Clock nets:
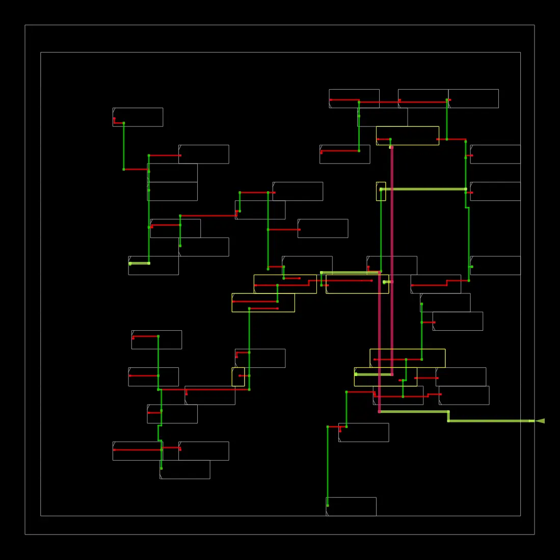
Port wiring:
Drawn at 4 px/um.
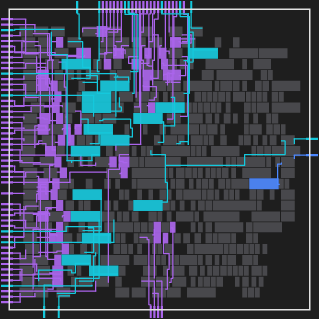
A small window of the routed layout:
Window x 46 to 66, y 46 to 66 um. Cells in grey, sequential cells in the stronger grey; small squares are vias.
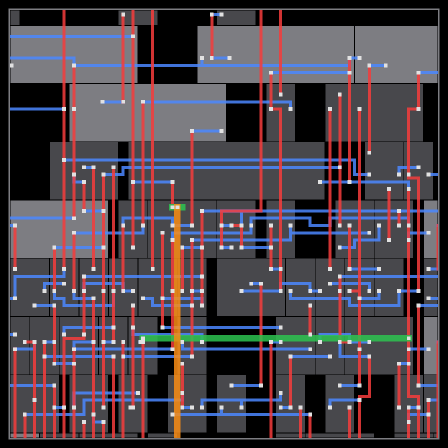
Met2 routing:
Drawn at 4 px/um.
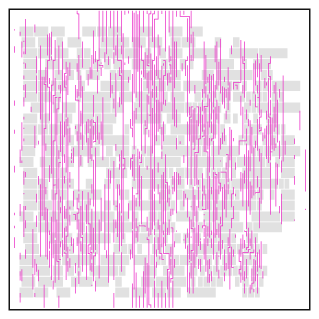
`config.mk`:
```
export PLATFORM = sky130hd
export DESIGN_NAME = fifo_egress_arbiter_flat
export DESIGN_NICKNAME = d
export VERILOG_FILES = /design/src/rtl/fifo_egress_arbiter_if.sv /design/src/rtl/fifo_egress_arbiter.sv /design/src/flat_wrapper.sv
export SDC_FILE = /design/constraint.sdc
export NUM_CORES = 1
export LEC_CHECK = 0
export ABC_AREA = 1
export CORE_MARGIN = 2
export CORE_UTILIZATION = 45
export CTS_BUF_LIST = sky130_fd_sc_hd__clkbuf_16
export DETAILED_ROUTE_END_ITERATION = 12
export GPL_TIMING_DRIVEN = 0
export PLACE_DENSITY = 0.84
export SLEW_MARGIN = 20
export SYNTH_ARGS = -nofsm -noshare
export SYNTH_HDL_FRONTEND = slang
export SYNTH_SLANG_ARGS = --single-unit
```
`constraint.sdc`:
```
create_clock -name clock -period 4.61 [get_ports clock]
set_input_delay 1.383 -clock clock [delete_from_list [all_inputs] [get_ports clock]]
set_output_delay 1.383 -clock clock [all_outputs]
set_load 0.02 [all_outputs]
```
`src/rtl/fifo_egress_arbiter_if.sv`:
```
// ---------------------------------------------------------------------------
// fifo_egress_arbiter_if
//   Bundles the ingress-FIFO read side and the egress valid/ready stream of
//   fifo_egress_arbiter.
//   master : the arbiter (reads FIFO heads, pops them, drives the egress word)
//   slave  : the environment (FIFOs present head words, downstream gives ready)
// Signals
//   fifo_read_data        NUM_PORTS*(DATA_WIDTH+1) FIFO head words, MSB = last
//   fifo_read_data_valid  NUM_PORTS                FIFO p not empty
//   fifo_read_enable      NUM_PORTS                pop head word of FIFO p
//   output_data           DATA_WIDTH               egress payload
//   output_last           1                        final word of packet
//   output_valid          1                        egress word valid
//   output_ready          1                        downstream accepts word
// ---------------------------------------------------------------------------
interface fifo_egress_arbiter_if #(
    parameter int NUM_PORTS  = 4,
    parameter int DATA_WIDTH = 16
);
    logic [NUM_PORTS*(DATA_WIDTH+1)-1:0] fifo_read_data;
    logic [NUM_PORTS-1:0]                fifo_read_data_valid;
    logic [NUM_PORTS-1:0]                fifo_read_enable;
    logic [DATA_WIDTH-1:0]               output_data;
    logic                                output_last;
    logic                                output_valid;
    logic                                output_ready;

    modport master (
        input  fifo_read_data,
        input  fifo_read_data_valid,
        input  output_ready,
        output fifo_read_enable,
        output output_data,
        output output_last,
        output output_valid
    );

    modport slave (
        output fifo_read_data,
        output fifo_read_data_valid,
        output output_ready,
        input  fifo_read_enable,
        input  output_data,
        input  output_last,
        input  output_valid
    );
endinterface

```
`src/rtl/fifo_egress_arbiter.sv`:
```
// ---------------------------------------------------------------------------
// fifo_egress_arbiter
//   Shares one registered egress stream between NUM_PORTS first-word-fall-
//   through ingress FIFOs. Arbitration is packet-aware round-robin: once a
//   port is granted it keeps the grant until the word carrying the last flag
//   has been popped, so packets never interleave. Packets longer than
//   MAX_PACKET_WORDS are cut: the last word sent is marked last, a one-cycle
//   truncation_error pulse is raised, and the rest of the packet is popped
//   and dropped.
// Ports
//   clock             system clock, rising edge
//   reset             synchronous, active-high
//   bus               fifo_egress_arbiter_if.master (FIFO read side + egress)
//   grant_port        currently or most recently granted port
//   busy              high while a packet is being transferred or discarded
//   truncation_error  one-cycle pulse alongside a truncated final word
// ---------------------------------------------------------------------------
module fifo_egress_arbiter #(
    parameter int NUM_PORTS        = 4,
    parameter int DATA_WIDTH       = 16,
    parameter int MAX_PACKET_WORDS = 1024
) (
    input  logic                         clock,
    input  logic                         reset,
    fifo_egress_arbiter_if.master        bus,
    output logic [$clog2(NUM_PORTS)-1:0] grant_port,
    output logic                         busy,
    output logic                         truncation_error
);

    localparam int WW = DATA_WIDTH + 1;
    localparam int PW = $clog2(NUM_PORTS);
    localparam int CW = $clog2(MAX_PACKET_WORDS + 1);
    localparam logic [CW-1:0] CNT_TRUNC = CW'(MAX_PACKET_WORDS - 1);

    typedef enum logic [1:0] {
        IDLE     = 2'd0,
        TRANSFER = 2'd1,
        DISCARD  = 2'd2
    } state_t;

    state_t                 state_q, state_d;
    logic [PW-1:0]          grant_q, grant_d;
    logic [PW-1:0]          last_grant_q, last_grant_d;
    logic [CW-1:0]          word_count_q, word_count_d;
    logic [DATA_WIDTH-1:0]  out_data_q, out_data_d;
    logic                   out_last_q, out_last_d;
    logic                   out_valid_q, out_valid_d;
    logic                   trunc_q, trunc_d;

    logic [WW-1:0]          words [NUM_PORTS];
    logic [WW-1:0]          head_word;
    logic                   head_valid;
    logic                   head_last;
    logic                   space;
    logic                   pop;
    logic                   load;
    logic                   trunc_now;
    logic [NUM_PORTS-1:0]   rd_en;
    logic                   any_valid;
    logic [PW-1:0]          rr_pick;

    for (genvar p = 0; p < NUM_PORTS; p++) begin : g_words
        assign words[p] = bus.fifo_read_data[p*WW +: WW];
    end

    assign head_word  = words[grant_q];
    assign head_valid = bus.fifo_read_data_valid[grant_q];
    assign head_last  = head_word[WW-1];
    assign space      = !out_valid_q || bus.output_ready;
    assign any_valid  = |bus.fifo_read_data_valid;

    // Round-robin pick: first requesting port after the last completed grant.
    always_comb begin
        logic found;
        found   = 1'b0;
        rr_pick = '0;
        for (int i = 1; i <= NUM_PORTS; i++) begin
            logic [PW-1:0] idx;
            idx = PW'((int'(last_grant_q) + i) % NUM_PORTS);
            if (!found && bus.fifo_read_data_valid[idx]) begin
                found   = 1'b1;
                rr_pick = idx;
            end
        end
    end

    // State register
    always_ff @(posedge clock) begin
        if (reset) begin
            state_q      <= IDLE;
            grant_q      <= '0;
            last_grant_q <= PW'(NUM_PORTS - 1);
            word_count_q <= '0;
            out_data_q   <= '0;
            out_last_q   <= 1'b0;
            out_valid_q  <= 1'b0;
            trunc_q      <= 1'b0;
        end else begin
            state_q      <= state_d;
            grant_q      <= grant_d;
            last_grant_q <= last_grant_d;
            word_count_q <= word_count_d;
            out_data_q   <= out_data_d;
            out_last_q   <= out_last_d;
            out_valid_q  <= out_valid_d;
            trunc_q      <= trunc_d;
        end
    end

    // Next-state logic
    always_comb begin
        state_d      = state_q;
        grant_d      = grant_q;
        last_grant_d = last_grant_q;
        word_count_d = word_count_q;
        case (state_q)
            IDLE: begin
                if (any_valid) begin
                    grant_d      = rr_pick;
                    word_count_d = '0;
                    state_d      = TRANSFER;
                end
            end
            TRANSFER: begin
                if (pop) begin
                    word_count_d = word_count_q + 1'b1;
                    if (head_last) begin
                        state_d      = IDLE;
                        last_grant_d = grant_q;
                    end else if (word_count_q == CNT_TRUNC) begin
                        state_d = DISCARD;
                    end
                end
            end
            DISCARD: begin
                if (pop && head_last) begin
                    state_d      = IDLE;
                    last_grant_d = grant_q;
                end
            end
            default: state_d = IDLE;
        endcase
    end

    // Output logic: FIFO pops and the egress register load.
    // No pop while reset is asserted, so the reset cycle never consumes a word.
    always_comb begin
        pop       = 1'b0;
        load      = 1'b0;
        trunc_now = 1'b0;
        rd_en     = '0;
        case (state_q)
            TRANSFER: begin
                pop       = head_valid && space && !reset;
                load      = pop;
                trunc_now = pop && !head_last && (word_count_q == CNT_TRUNC);
            end
            DISCARD: begin
                // Dropped words never reach the egress register, so ready is irrelevant.
                pop = head_valid && !reset;
            end
            default: ;
        endcase
        rd_en[grant_q] = pop;

        out_valid_d = load || (out_valid_q && !bus.output_ready);
        out_data_d  = load ? head_word[DATA_WIDTH-1:0] : out_data_q;
        out_last_d  = load ? (head_last || trunc_now) : out_last_q;
        trunc_d     = trunc_now;
    end

    assign bus.fifo_read_enable = rd_en;
    assign bus.output_data      = out_data_q;
    assign bus.output_last      = out_last_q;
    assign bus.output_valid     = out_valid_q;
    assign grant_port           = grant_q;
    assign busy                 = (state_q != IDLE);
    assign truncation_error     = trunc_q;

endmodule
```
`src/flat_wrapper.sv`:
```
// flat-port wrapper written by rule: the top's interface ports become plain ports
module fifo_egress_arbiter_flat 
#(
    parameter int NUM_PORTS        = 4,
    parameter int DATA_WIDTH       = 16,
    parameter int MAX_PACKET_WORDS = 1024
)
  (clock, reset, grant_port, busy, truncation_error, bus_fifo_read_data, bus_fifo_read_data_valid, bus_output_ready, bus_fifo_read_enable, bus_output_data, bus_output_last, bus_output_valid);
  fifo_egress_arbiter_if #(.NUM_PORTS(NUM_PORTS), .DATA_WIDTH(DATA_WIDTH)) bus_i ();
  input  logic clock;
  input  logic reset;
  output logic [$clog2(NUM_PORTS)-1:0] grant_port;
  output logic busy;
  output logic truncation_error;
  input wire logic [$bits(bus_i.fifo_read_data)-1:0] bus_fifo_read_data;
  input wire logic [$bits(bus_i.fifo_read_data_valid)-1:0] bus_fifo_read_data_valid;
  input wire logic [$bits(bus_i.output_ready)-1:0] bus_output_ready;
  output wire logic [$bits(bus_i.fifo_read_enable)-1:0] bus_fifo_read_enable;
  output wire logic [$bits(bus_i.output_data)-1:0] bus_output_data;
  output wire logic [$bits(bus_i.output_last)-1:0] bus_output_last;
  output wire logic [$bits(bus_i.output_valid)-1:0] bus_output_valid;
  assign bus_i.fifo_read_data = bus_fifo_read_data;
  assign bus_i.fifo_read_data_valid = bus_fifo_read_data_valid;
  assign bus_i.output_ready = bus_output_ready;
  assign bus_fifo_read_enable = bus_i.fifo_read_enable;
  assign bus_output_data = bus_i.output_data;
  assign bus_output_last = bus_i.output_last;
  assign bus_output_valid = bus_i.output_valid;
  fifo_egress_arbiter #(.NUM_PORTS(NUM_PORTS), .DATA_WIDTH(DATA_WIDTH), .MAX_PACKET_WORDS(MAX_PACKET_WORDS)) u_core (.clock(clock), .reset(reset), .bus(bus_i), .grant_port(grant_port), .busy(busy), .truncation_error(truncation_error));
endmodule
```
==> results.cfg <==
; flow metrics
[worst_hold_path]
hold_start = u_core.bus.output_last

[synth]
yosysWarnings = 0
ys_seq_frac = 0.3202
yosysTopAreaCellShare = 0.3202
synthTopLogicFamily = simple AND/OR/NAND/NOR gates

[power]
share_comb_of_total_power = 0.501
seq_power_share = 0.254
ir_worst_vdd_mv = 0.2359
p_leak_nw = 1.336

[grt]
grt_pass1_wl_mm = 11.97
antenna_found_initial = 0

[final_timing]
fin_crit_sh = 0.9427
fmax_ghz = 0.2301
hold_slack_ns = 0.4506

[critical_path]
worst-path-max-fanout = 8

[floorplanning]
fp_util = 0.4703

[job]
max_cap_viol_count = 0

[status]
outcome = finished, final reports clean

[cts]
cts_root_buf = clkbuf_16
hold_buffers = 0

[routing]
routedWlPerCell_um = 14.17

[layout]
syn2layout_area_growth_pct = 54.59
Notes on 'clock nets' above:
P_clk: 0.376 mW
Sink Count: 36
Worst Skew: 0.006157 ns

Notes on 'port wiring' above:
colour	port	direction	edge	end cells	buffers	wire
cyan	bus_output_data	output	7 top, 6 left, 2 bottom, 1 right	16	16	616 um
purple	bus_fifo_read_data	input	45 left, 19 top, 4 bottom	52	68	1190 um
blue	bus_output_valid	output	right	1	1	10.7 um
I/O pin count: 101
count of input and output buffers: 100

Notes on 'a small window of the routed layout' above:
colour	layer
red	metal 2
orange	metal 4
blue	metal 1
green	metal 3
netlist names of flops here include	u_core.word_count_q (4), u_core.bus.output_data (1)
sequential cells in the window	5
most frequent	nand2_1 (13), nor2_1 (8), nand3_1 (6)
cells with their middle in the window	45

Notes on 'met2 routing' above:
wire length on this layer	3680 um
main direction	vertical
share of all routed wire	50%
longest straight run	49.0 um
nets with wire on the layer	434

layout make-up:
class                      count  area, sq um
timing repair buffer         100        980.9
buffer                        19        78.83
tap                           67        83.83
sequential                    36        720.7
clock buffer                   5        125.1
clock inverter                 3        38.79
fill                         414         1306
inverter                      26        97.59
multi-input combinational    264         1354
metal layers:
| metal | part of all wire | global-route usage |
|---|---|---|
| met5 | 0 | 0 |
| met4 | 0.034 | 0.1230 |
| met3 | 0.083 | 0.06560 |
| met2 | 0.50 | 0.4838 |
| met1 | 0.38 | 0.3218 |
through the flow:
| step | instances | setup TNS, ns | worst slack (ns) | power [mW] |
|---|---|---|---|---|
| after detailed placement | 512 | -0.5993 | -0.1569 | 1.148 |
| final | 520 | 0 | 0.2642 | 1.535 |
| after global routing | 520 | 0 | 0.1043 | 1.631 |
| after CTS | 520 | 0 | 0.1208 | 1.527 |
| after floorplan | 345 | 0 | 0.8157 | 0.8831 |
| after global placement | 512 | -0.5066 | -0.1338 | 1.132 |
cells in the final DEF (no fill, tap or decap), types with 2 or more instances in the layout:
cell type / Yosys / layout
a21oi_1: 32 / 32
a22oi_1: 16 / 16
a31oi_1: 16 / 16
buf_1: 2 / 2
buf_2: 3 / 3
clkbuf_1: 13 / 13
clkbuf_16: 0 / 5
clkbuf_2: 0 / 4
clkdlybuf4s50_1: 0 / 96
dfxtp_1: 36 / 36
ha_1: 4 / 4
inv_1: 23 / 24
inv_2: 2 / 2
nand2_1: 57 / 57
nand2_2: 3 / 3
nand3_1: 53 / 53
nor2_1: 44 / 44
nor3_1: 8 / 8
o21ai_0: 15 / 15
xor2_1: 5 / 5
cell families after synthesis:
group                      Yosys count
AOI/OAI and AO/OA                   81
xor gates and xnor gates             6
adders and majority gates            4
buffers and inverters               45
DFF                                 36
and+or+nand+nor                    173
Power is estimated from default activity; no workload was simulated.
